Run 1, I/O nets highlighted:
Bar = 20 µm.
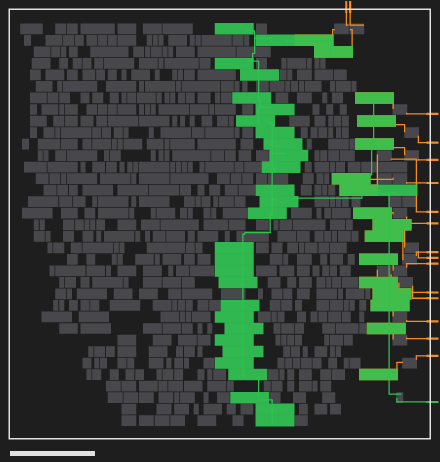
Run 1, selected gate families:
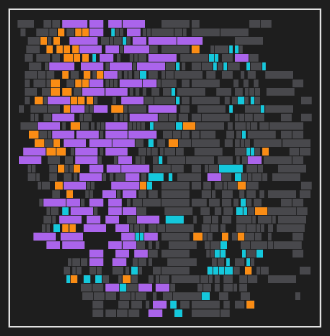
Run 1, a small window of the routed layout:
Bar = 10 µm. Window x 12 to 37, y 13 to 38 µm. Cells in gray, sequential cells in the stronger gray; small squares are vias.
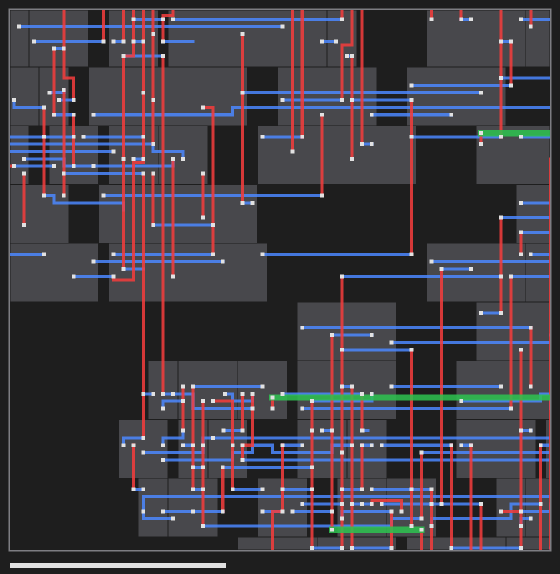
Run 1, congestion heat map:
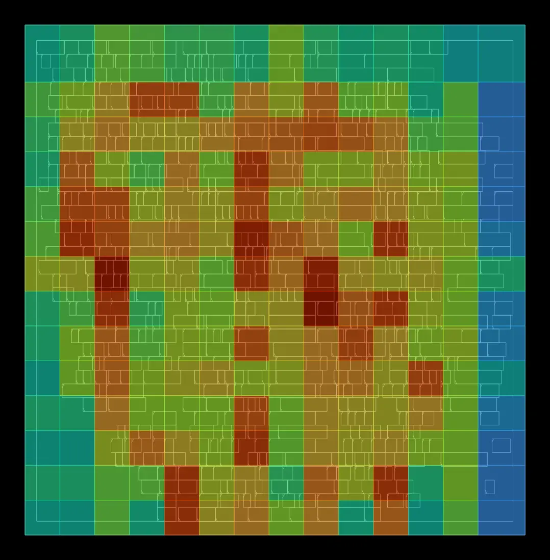
==> src/rtl/fmult.sv <==
// Two-stage pipelined bfloat16 multiplier: round-to-nearest-even, subnormals flushed to zero.
// Stage 1 registers the operand class, sign, exponent sum and significand product; stage 2 registers the packed result.
module fmult (
    input  logic        ap_clk,
    input  logic        ap_rst_n,
    input  logic [15:0] a,
    input  logic [15:0] b,
    output logic [15:0] ap_return
);

    typedef enum logic [1:0] {
        CLS_NORM = 2'd0,
        CLS_ZERO = 2'd1,
        CLS_INF  = 2'd2,
        CLS_NAN  = 2'd3
    } cls_e;

    // stage 1
    logic        sign_d, sign_q;
    cls_e        cls_d, cls_q;
    logic [9:0]  exp_sum_d, exp_sum_q;
    logic [15:0] prod_d, prod_q;

    // stage 2
    logic [15:0] ap_return_d, ap_return_q;

    logic a_zero, a_inf, a_nan;
    logic b_zero, b_inf, b_nan;

    always_comb begin
        a_zero = (a[14:7] == 8'h00);
        a_inf  = (a[14:7] == 8'hFF) && (a[6:0] == 7'h00);
        a_nan  = (a[14:7] == 8'hFF) && (a[6:0] != 7'h00);
        b_zero = (b[14:7] == 8'h00);
        b_inf  = (b[14:7] == 8'hFF) && (b[6:0] == 7'h00);
        b_nan  = (b[14:7] == 8'hFF) && (b[6:0] != 7'h00);

        sign_d = a[15] ^ b[15];

        if (a_nan || b_nan || (a_inf && b_zero) || (b_inf && a_zero)) begin
            cls_d = CLS_NAN;
        end else if (a_inf || b_inf) begin
            cls_d = CLS_INF;
        end else if (a_zero || b_zero) begin
            cls_d = CLS_ZERO;
        end else begin
            cls_d = CLS_NORM;
        end

        // Modulo-1024 arithmetic; the register is read back as two's complement.
        exp_sum_d = {2'b00, a[14:7]} + {2'b00, b[14:7]} - 10'd127;
        prod_d    = {8'd0, 1'b1, a[6:0]} * {8'd0, 1'b1, b[6:0]};
    end

    logic signed [9:0] e_norm, e_rnd;
    logic [6:0]        frac;
    logic              guard, sticky, rnd_up;
    logic [7:0]        frac_inc;

    always_comb begin
        if (prod_q[15]) begin
            frac   = prod_q[14:8];
            guard  = prod_q[7];
            sticky = |prod_q[6:0];
            e_norm = $signed(exp_sum_q) + 10'sd1;
        end else begin
            frac   = prod_q[13:7];
            guard  = prod_q[6];
            sticky = |prod_q[5:0];
            e_norm = $signed(exp_sum_q);
        end

        rnd_up   = guard & (sticky | frac[0]);
        frac_inc = {1'b0, frac} + {7'd0, rnd_up};
        // A carry out leaves frac_inc[6:0] at zero, so only the exponent needs bumping.
        e_rnd    = frac_inc[7] ? (e_norm + 10'sd1) : e_norm;

        ap_return_d = 16'h0000;
        case (cls_q)
            CLS_NAN:  ap_return_d = 16'h7FC0;
            CLS_INF:  ap_return_d = {sign_q, 8'hFF, 7'h00};
            CLS_ZERO: ap_return_d = {sign_q, 15'h0000};
            default: begin
                if (e_rnd >= 10'sd255) begin
                    ap_return_d = {sign_q, 8'hFF, 7'h00};
                end else if (e_rnd <= 10'sd0) begin
                    ap_return_d = {sign_q, 15'h0000};
                end else begin
                    ap_return_d = {sign_q, e_rnd[7:0], frac_inc[6:0]};
                end
            end
        endcase
    end

    always_ff @(posedge ap_clk or negedge ap_rst_n) begin
        if (!ap_rst_n) begin
            sign_q      <= 1'b0;
            cls_q       <= CLS_ZERO;
            exp_sum_q   <= 10'd0;
            prod_q      <= 16'd0;
            ap_return_q <= 16'h0000;
        end else begin
            sign_q      <= sign_d;
            cls_q       <= cls_d;
            exp_sum_q   <= exp_sum_d;
            prod_q      <= prod_d;
            ap_return_q <= ap_return_d;
        end
    end

    assign ap_return = ap_return_q;

endmodule

==> config.mk <==
export PLATFORM = sky130hd
export DESIGN_NAME = fmult
export DESIGN_NICKNAME = d
export VERILOG_FILES = /design/src/rtl/fmult.sv
export SDC_FILE = /design/constraint.sdc
export NUM_CORES = 1
export LEC_CHECK = 0
export CAP_MARGIN = 10
export CORE_AREA = 2 2 97 99
export CTS_CLUSTER_SIZE = 20
export DETAILED_ROUTE_END_ITERATION = 8
export DIE_AREA = 0 0 99 101
export PLACE_DENSITY = 0.76
export SETUP_SLACK_MARGIN = 0.2
export SYNTH_ARGS = -nofsm -noshare
export SYNTH_HDL_FRONTEND = slang
export SYNTH_SLANG_ARGS = --single-unit
==> constraint.sdc <==
create_clock -name ap_clk -period 4.74 [get_ports ap_clk]
set_clock_uncertainty 0.05 [all_clocks]
set_input_delay 1.185 -clock ap_clk [delete_from_list [all_inputs] [get_ports ap_clk]]
set_output_delay 1.185 -clock ap_clk [all_outputs]
set_load 0.01 [all_outputs]
==> impl_metrics.tcl, run 1 <==
# place-and-route summary
set metrics [dict create \
    timing.hold.worst_path_depth 1 \
    global_route_wire_length_before_repair_mm 17.0 \
    max-clock-path-buffers 2 \
    total_power_w 0.00289 \
    area_leaders "sky130_fd_sc_hd__dfrtp_1, sky130_fd_sc_hd__fa_1, sky130_fd_sc_hd__ha_1" \
    use_met3_pct 2.22 \
    die_h_um 101 \
    number_of_tap_cells_added_at_floorplan 111 \
    layout-area-overhead-vs-synth_pct 28.8 \
    status "complete, no violations" \
    hold_end "ap_return[15]" \
    finalSetupViolCount 0 \
    register_area_um2 1130 \
    power_per_cell_area_nw_per_um2 469 \
    routed_wirelength_mm 10.6 \
    detailroute.via_count 3969 \
    regToRegStartpoint "prod_q[15]" \
    synthesis.instances 527 \
    remaining_drc_errors 0 \
    fp-row-count 35 \
    dieArea_um2 10000 \
    grt_max_degree 46 \
    fillers 658 \
    syn_area_um2 4780 \
    log.warning_count 30 \
    yosys_top_cell_by_area "sky130_fd_sc_hd__dfrtp_1" \
    yosys_register_bits 45 \
    final.period_utilization_pct 99.6 \
    ctsHtreeMaxLevel 2 \
    n_multi_input_combinational_cell 389 \
    clock_sink_count 45 \
    synth-warning-count 0 \
    worstSetupEndpointType "flop" \
    timing.reg2reg.worst_path_depth 9 \
    hold_viol 0 \
    seq_area_frac_synth_pct 23.6 \
]
About 'I/O nets highlighted':
green -> ap_rst_n  # direction input, edge right, end cells 45, buffers 1, wire 247 µm
orange -> ap_return  # direction output, edge 14 right, 2 top, end cells 16, buffers 16, wire 170 µm
number of port buffers: 49
num ports: 50

About 'selected gate families':
orange -> AND and OR gates  # cells 52
cyan -> NOR gates  # cells 58
purple -> adder and majority cells  # cells 90
post-layout instance count excluding filler cells: 735
most frequent standard cell in the layout excluding fill and tap cells: sky130_fd_sc_hd__inv_1

About 'a small window of the routed layout':
green -> metal 3
red -> metal 2
blue -> metal 1
sequential cells in the window = 0
cells with their middle in the window = 39
most frequent = ha_1 (10), fa_1 (5)

About 'congestion heat map':
met1 global-route usage: 25.0%
GR peak layer: met2
final routed wire length divided by cell count: 14.5 µm
global-route met2 utilization: 37.5%
share of the core filled with cells: 68.6%

-- run 1: cells in the mapped netlist, types with 4 or more instances --
master / number
sky130_fd_sc_hd__buf_2: 4
sky130_fd_sc_hd__mux2i_1: 8
sky130_fd_sc_hd__nor2b_1: 5
sky130_fd_sc_hd__nor2_1: 29
sky130_fd_sc_hd__a31oi_1: 4
sky130_fd_sc_hd__a21oi_1: 22
sky130_fd_sc_hd__fa_1: 37
sky130_fd_sc_hd__or4_1: 6
sky130_fd_sc_hd__xnor2_1: 24
sky130_fd_sc_hd__nand3b_1: 5
sky130_fd_sc_hd__dfrtp_1: 44
sky130_fd_sc_hd__nand2_1: 37
sky130_fd_sc_hd__nand3_1: 11
sky130_fd_sc_hd__nor3_1: 10
sky130_fd_sc_hd__a21o_1: 4
sky130_fd_sc_hd__nor4_1: 10
sky130_fd_sc_hd__inv_1: 82
sky130_fd_sc_hd__o21ai_0: 16
sky130_fd_sc_hd__clkbuf_1: 4
sky130_fd_sc_hd__xor2_1: 12
sky130_fd_sc_hd__nand4_1: 8
sky130_fd_sc_hd__ha_1: 53
sky130_fd_sc_hd__and2_1: 36
-- run 1: report_power, final --
group / switching (W) / internal, W / total [W]
Combinational: 0.000940 / 0.000993 / 0.00193
Clock: 0.000129 / 0.000158 / 0.000287
Sequential: 0.000147 / 0.000520 / 0.000667
-- run 1: sequential cells by signal, indices dropped and copies added (netlist names) --
| name | cells |
|---|---|
| ap_return | 16 |
| prod_q | 16 |
| exp_sum_q | 10 |
| cls_q | 2 |
| sign_q | 1 |
-- run 1: cell families (layout without fill, tap and decap cells) --
group	count (synthesis)	in the layout	synth area share [%]
simple gates	179	179	20.7
buf+inv	93	190	7.49
fa+ha+maj	90	90	29.4
compound gates	72	72	9.60
flops	45	45	23.6
xor+xnor	36	36	6.60
mux	12	12	2.67
-- run 1: cells in the final DEF (no fill, tap or decap), drive strengths merged, types with 9 or more instances in the layout --
master	count
inv	82
buf	62
ha	53
dfrtp	44
nand2	37
fa	37
and2	36
clkdlybuf4s50	34
nor2	29
xnor2	24
a21oi	22
o21ai	17
xor2	12
nand3	12
nor4	11
nor3	10
nand4	10
mux2i	9
-- run 1: worst max-delay path by stage --
stage | start | endpoint | slack [ps] | cells past startpoint
global route | b[6] | prod_q[15] | -100 | 17
CTS | a[5] | prod_q[13] | -30 | 17
detailed placement | a[1] | prod_q[13] | -750 | 17
global placement | a[1] | prod_q[13] | -640 | 17
finish | b[6] | prod_q[13] | 20 | 17
floorplan | a[1] | prod_q[13] | 20 | 16
-- run 1: worst max-delay path: cells and delay by family --
family,cells,cell delay (ps)
AOI/OAI and AO/OA,4,610
xor gates and xnor gates,1,130
adders and majority gates,5,2340
buffers and inverters,5,280
and+or+nand+nor,2,320
-- run 1: metrics by stage --
| stage | hold slack [ps] | cell area, µm² | utilization (%) |
|---|---|---|---|
| after floorplan | 378 | 4830 | - |
| after global placement | 402 | 5700 | 63.5 |
| after detailed placement | 413 | 5700 | 63.5 |
| after CTS | 433 | 5900 | 65.7 |
| after global routing | 453 | 6160 | 68.6 |
| final | 428 | 6160 | 68.6 |
Run 1, sequential cells grouped by signal name:
Bar = 20 µm.
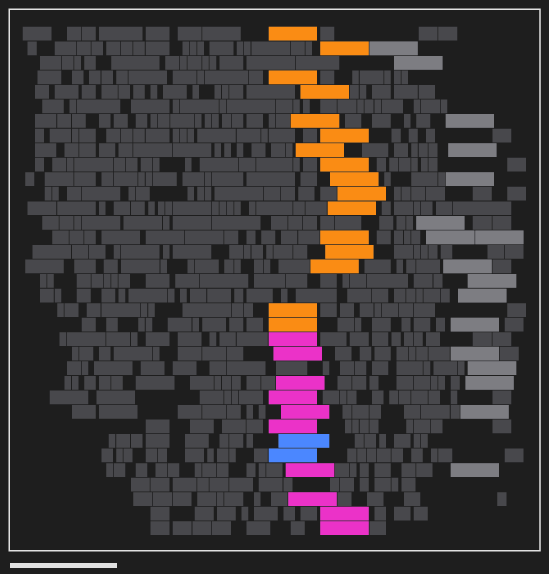

==> run 2, diff against run 1 <==
--- a/config.mk
+++ b/config.mk
@@ -10,7 +10,8 @@
 export CTS_CLUSTER_SIZE = 20
 export DETAILED_ROUTE_END_ITERATION = 8
 export DIE_AREA = 0 0 99 101
-export PLACE_DENSITY = 0.76
+export DONT_BUFFER_PORTS = 1
+export PLACE_DENSITY = 0.69
 export SETUP_SLACK_MARGIN = 0.2
 export SYNTH_ARGS = -nofsm -noshare
 export SYNTH_HDL_FRONTEND = slang
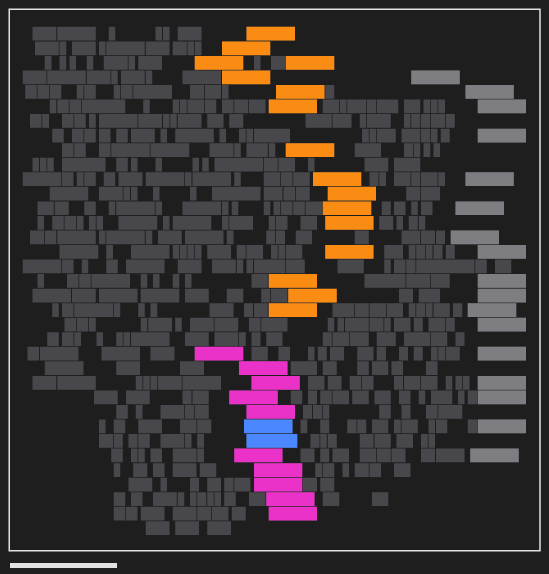
Run 2: sequential cells grouped by signal name
Bar = 20 µm.
magenta -> exp_sum_q  # sequential cells 10, where bottom center
orange -> prod_q  # sequential cells 16
blue -> cls_q  # sequential cells 2
not colored = 17
power dissipated in sequential cells: 0.000695 W
sequential cell area in the final layout: 1130 µm²

==> impl_metrics.tcl, run 2 <==
# place-and-route summary
set metrics [dict create \
    seq_area_frac_synth_pct 23.6 \
    finalSetupViolCount 0 \
    die_h_um 101 \
    path_buffers 2 \
    area_leaders "sky130_fd_sc_hd__dfrtp_1, sky130_fd_sc_hd__fa_1, sky130_fd_sc_hd__ha_1" \
    drv_slew 0 \
    timing.critical_path.depth 15 \
    syn_area_um2 4780 \
    post_drt_wl_per_cell_um 13.5 \
    routed_wirelength_mm 8.65 \
    hold_viol 0 \
    worst_path_largest_cell_delay_ps 540 \
    yosys_register_bits 45 \
    status "complete, no violations" \
    clock_sink_count 45 \
    detailroute.via_count 3492 \
    synth-warning-count 0 \
    post_synth_most_frequent_cells "sky130_fd_sc_hd__inv_1, sky130_fd_sc_hd__ha_1, sky130_fd_sc_hd__dfrtp_1, sky130_fd_sc_hd__fa_1, sky130_fd_sc_hd__nand2_1" \
    log.warning_count 29 \
    grt_pass1_vias 3477 \
    enable_flop_cells 0 \
    timing.setup.tns_ps 0 \
    final_cells 641 \
    timing.reg2reg.worst_path_depth 9 \
    final_layout_top_logic_cell "sky130_fd_sc_hd__inv_1" \
    final_cell_mix "sky130_fd_sc_hd__inv_1, sky130_fd_sc_hd__ha_1, sky130_fd_sc_hd__dfrtp_1, sky130_fd_sc_hd__nand2_1" \
    synthesis.instances 527 \
    ctsHtreeMaxLevel 2 \
    io_pins 50 \
    grt_max_degree 46 \
    timing.hold.worst_path_depth 1 \
    dieArea_um2 10000 \
    post_synth_num_cell_types 54 \
    yosys_top_cell_by_area "sky130_fd_sc_hd__dfrtp_1" \
    max-clock-path-buffers 2 \
    worst_path_dominant_cell_family "adder cells" \
    worstSetupEndpointType "flop" \
    post-route-cell-area_um2 5120 \
    worst-endpoint-arrival_ps 4720 \
    yosys.stat.chipArea_um2 4780 \
    layout-area-overhead-vs-synth_pct 7.07 \
    route.detailed.vias_per_inst 5.45 \
    synth.most_common_cell "sky130_fd_sc_hd__inv_1" \
    fillers 791 \
    fp-row-count 35 \
    remaining_drc_errors 0 \
    place_area_um2 4960 \
    final.period_utilization_pct 96.0 \
    power_per_cell_area_nw_per_um2 449 \
    global_route_wire_length_before_repair_mm 15.6 \
]
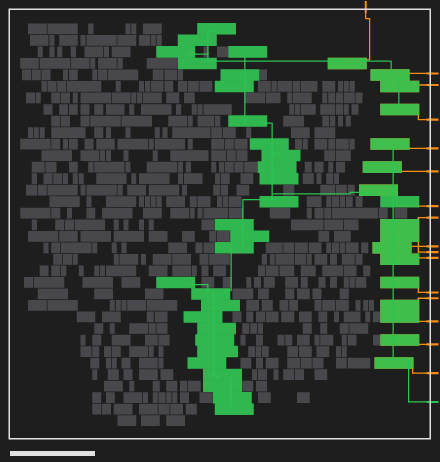
Run 2: I/O nets highlighted
Bar = 20 µm.
number of port buffers: 0

## run 2: worst paths after layout
path,start,end
worst max-delay path,a[1],prod_q[15]
worst min-delay path,sign_q,ap_return[15]
worst max register to register,prod_q[15],ap_return[5]
worst min register to register,sign_q,ap_return[15]
max in group asynchronous,ap_rst_n,cls_q[0]
min in group asynchronous,ap_rst_n,ap_return[14]
## run 2: power by group
group          switching (W)  total (W)  internal (W)  leakage (nW)
sequential          0.000173   0.000695      0.000522         0.535
clock               0.000126   0.000284      0.000158        0.0554
combinational       0.000686    0.00132      0.000634          1.82
total               0.000986    0.00230       0.00131          2.41
## run 2: repair_timing
item / 4_1_cts / 5_1_grt
resized: 2 / 10
pin swaps: 2 / 7
gates cloned: 0 / 0
buffers inserted: 0 / 0
setup endpoints to repair: 2 / 6
## run 2: through the flow
step	util (%)	hold slack (ps)	setup slack, ps	total power, W
detailed placement	55.3	405	-167	0.00196
finish	57.0	400	188	0.00230
global route	57.0	435	-18.3	0.00255
global placement	55.3	388	-102	0.00193
CTS	56.7	419	220	0.00227
floorplan	-	378	17.0	0.00172
## run 2: cell families (layout without fill, tap and decap cells)
family          after synthesis  after routing  share of synthesized area, %
simple gates                179            179                          20.7
buf+inv                      93             96                          7.49
fa+ha+maj                    90             90                          29.4
compound gates               72             72                          9.60
flops                        45             45                          23.6
xor+xnor                     36             36                          6.60
mux                          12             12                          2.67
## run 2: area by class of cell
type	count	area share (%)
Multi-Input combinational cell	389	66.2
Sequential cell	45	22.0
Inverter	82	6.01
Tap cell	111	2.71
Clock buffer	6	1.42
Timing Repair Buffer	6	0.880
Clock inverter	2	0.758
## run 2: routing by layer
| metal | vias up | track usage (%) | share of wire (%) |
|---|---|---|---|
| li1 | 1768 | - | - |
| met1 | 1669 | 25.0 | 48 |
| met2 | 49 | 32.2 | 47 |
| met3 | 6 | 2.91 | 3.5 |
| met4 | 0 | 4.74 | 1.0 |
| met5 | - | 0 | 0 |
Power figures rest on the tool's default switching activity, not on a simulated workload.
